Design reg_scoreboard_flat, sky130hd; sources not shown.
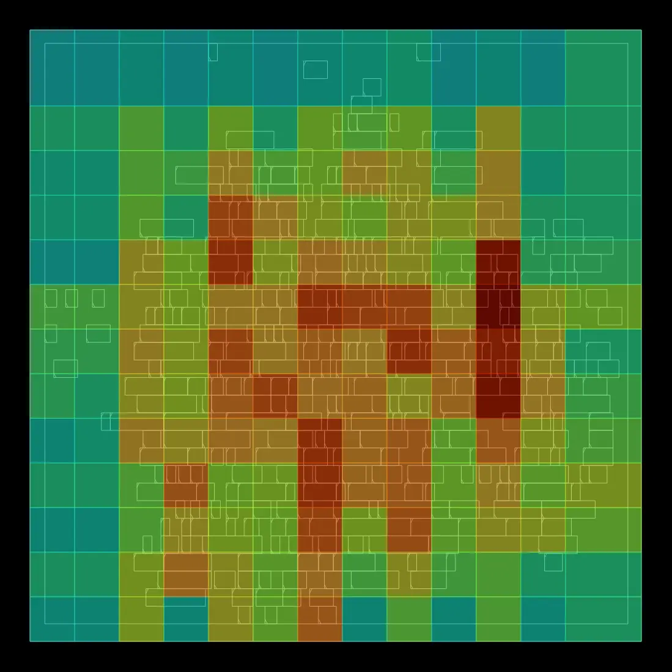
Run 1: routing congestion
routed len/inst: 16.6 um
met1 usage: 22.1%

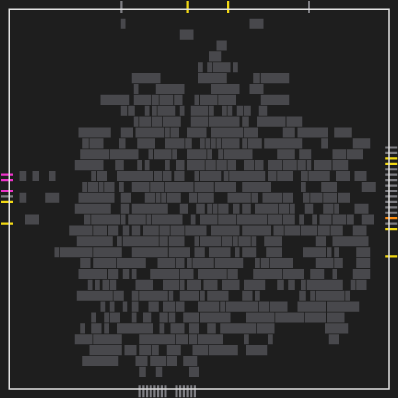
Run 1: pin map
Drawn at 4 px/um. Pins as bars across the die edge, other pins in grey.
| port | colour | pins | direction | edge |
|---|---|---|---|---|
| sb_squash_dest | magenta | 3 | input | west |
| sb_dec_sr1_used | orange | 1 | input | east |
| sb_busy_mask | yellow | 8 | output | 4 east, 2 west, 2 north |
Die H: 94.6 um
Port Buffers: 39

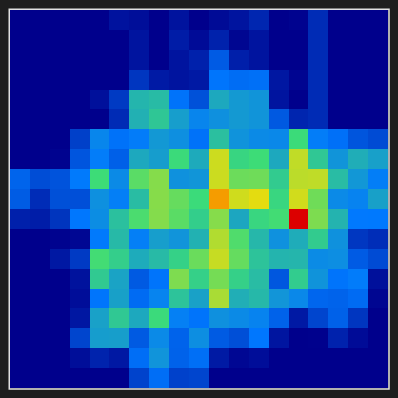
Run 1: wiring heat map
Drawn at 4 px/um. 19 x 19 tiles, from dark blue (low) to red (high), scaled to the fullest tile. Values are wire area over tile area, all layers added.
tiles over half the peak: 9.4%
densest ninth of the die: centre
nearly empty tiles: 32%
fullest tile: 0.67
emptiest ninth of the die: north-west
Detailed Route WL: 7730 um
via count: 2442

==> results.tsv, run 1 <==
stage	metric	value	unit
outcome	status	finished, violations left	
timing	setup_viol	2	
placed_design	dpl_worst_slack	-1080	ps
placed_design	post-dp-hpwl	5540	um
clock_network	htreeDepth	1	
layout	stdcell_area	0.00378	mm^2
timing	max_freq	356	MHz
worst_setup_path	cp_data_arrival_time	2940	ps
yosys	ys_sh_xor	0	%
layout	fillerInstances	771	
outcome	violations	setup timing	
floorplanning	die_w	94.6	um
yosys	yosys_area	0.00246	mm^2
global_routing	grt_pass1_vias	2467	
clock_network	cts_sinks	19	
worst_setup_path	critPathKind	primary input to register	
global_routing	use_met2	31.1	%
routing	post-route-drc-count	0	
power	peakVddDrop	0.161	mV
layout	finalNonFillerCells	464	
placed_design	dp_cells	435	
routing	first_iter_violations	98	
layout	lay_top_cells	38 x inv_1, 23 x nor2_1, 22 x ha_1	
yosys	yosysMostFrequentCell	inv_1	
yosys	ys_sh_aoi	12.4	%
global_routing	grt_pass1_wl	12100	um
timing	finalSetupTns	-115	ps
yosys	asyncSetResetFlopFracSynth	0	%
worst_setup_path	crit_path_start_kind	primary input	
yosys	ys_sh_adder	37.5	%
global_routing	antenna_found_initial	0	
yosys	ys_sh_simple	23.6	%
layout	antenna-diode-count	0	
yosys	synth_flops	19	
timing	rsz0062_at_grt	true	
timing	layout_setup_ws	-112	ps
clock_network	postCtsSetupRepairBufs	18	
routing	wl_met3	319	um
routing	ant_nets	0	
[run 1: worst max-delay path: stages]
cell and delay [ps]:
buf_6 90, nand3b_1 260, buf_6 200, nor2_4 110, ha_4 130, inv_2 40, ha_4 150, inv_2 50
fa_2 180, inv_2 50, ha_4 170, nor4_4 320, nand4_1 160, nor3_2 220, a31oi_1 120
[run 1: where the power goes]
part / switching [mW] / internal [mW]
sequential: 0.0833 / 0.331
clock: 0.113 / 0.103
combinational: 0.448 / 0.459
total: 0.644 / 0.893
[run 1: cell type report]
type                       count  area share (%)
inverter                      49            4.87
sequential                    19            10.1
buffer                         2           0.199
clock inverter                 1           0.132
timing repair buffer          64            14.5
tap                          105            3.48
multi-input combinational    221            65.6
clock buffer                   3            1.09
Run 1, M2 wires:
Drawn at 4 px/um.
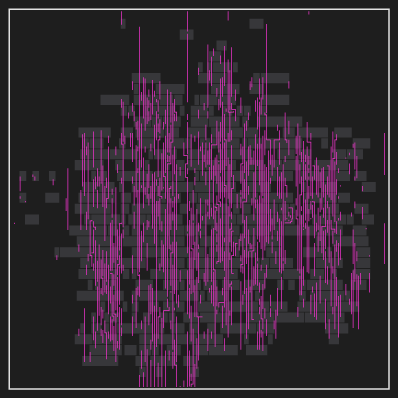

--- run 2 (diff from run 1) ---
ABC_AREA = 1   (was unset)
ABC_CLOCK_PERIOD_IN_PS = 2700   (was unset)
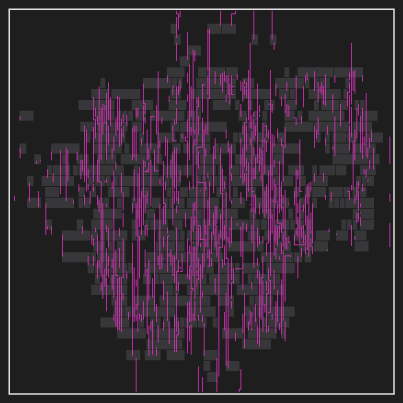
Run 2: M2 wires
Drawn at 4 px/um.
wire length on this layer: 3130 um
share of all routed wire: 46%
nets with wire on the layer: 411
main direction: vertical
M2 GR Usage: 25.5%
Detailed Route WL: 6750 um
via count: 2396

==> run 2 against run 1 <==
The run now ends clean. Register-to-register slack gained 240 ps. Core utilization down 3.9 points. Area after synthesis increased by 2.8%. Non-clock buffer count down 14. Critical path depth down 2. Wire length decreased by 13%. First-iteration DRC count fell by 1.0%. Combinational power is 54% higher. Largest cell class unchanged. Via count decreased by 1.9%. Synthesized cell count up 20%. Setup slack improved by 230 ps.
==> results.tsv, run 2 <==
stage	metric	value	unit	change
global_routing	antenna_found_initial	0		unchanged
global_routing	grt_use_met1	20.8	%	was 22.1%
global_routing	grt_pass1_wl	10800	um	was 12100 um
layout	bufAreaShareNonClock	12.3	%	was 14.7%
power	p_clk_share	10.4	%	was 14.0%
layout	n_all_inverters	86		was 49
layout	flop-count	19		unchanged
layout	dominant-cell-class	multi-input combinational cells		unchanged
placed_design	dpl_worst_slack	-882	ps	was -1080 ps
layout	buffers	52		was 66
worst_setup_path	path_delay_family	adder cells		was simple AND/OR/NAND/NOR gates
power	peakVddDrop	0.400	mV	was 0.161 mV
worst_setup_path	path_depth	13		was 15
routing	first_iter_violations	97		was 98
timing	setup_viol	0		was 2
worst_setup_path	crit_path_start_kind	primary input		unchanged
layout	antenna-diode-count	0		unchanged
layout	finalNonFillerCells	509		was 464
worst_setup_path	cpPeakStageDelay	330	ps	was 320 ps
yosys	yosys_area	0.00253	mm^2	was 0.00246 mm^2
yosys	ys_sh_adder	36.5	%	was 37.5%
yosys	yosysMostFrequentCell	inv_1		unchanged
worst_setup_path	critPathBufInv	4		was 5
yosys	ys_sh_aoi	7.97	%	was 12.4%
worst_setup_path	crit_path_top_delay_cell	fa_2		was nor4_4
layout	logic_gates	243		was 221
power	p_sw_share	45.1	%	was 41.9%
routing	wl_met3	424	um	was 319 um
outcome	status	finished, final reports clean		was finished, violations left
[run 2: netlist changes by cell type after synthesis, moves of 5 or more]
cell,before,now
inv_1,49,78
inv_2,0,8
mux2i_1,8,0
nand2_1,8,48
nand2b_1,5,0
nand3_1,3,35
nor2_1,32,41
nor3_1,22,0
nor3b_1,8,1
o2111ai_1,5,0
[run 2: worst min-delay path: cells and delay by family (launching register included)]
kind	cells	cell delay [ps]
AOI/OAI and AO/OA	1	50
buffers and inverters	1	60
DFF	1	320
[run 2: cells by family after synthesis]
family	Yosys count
AOI/OAI and AO/OA	30
and+or+nand+nor	150
buffers and inverters	87
adders and majority gates	63
DFF	19
Power and IR drop assume default switching activity.
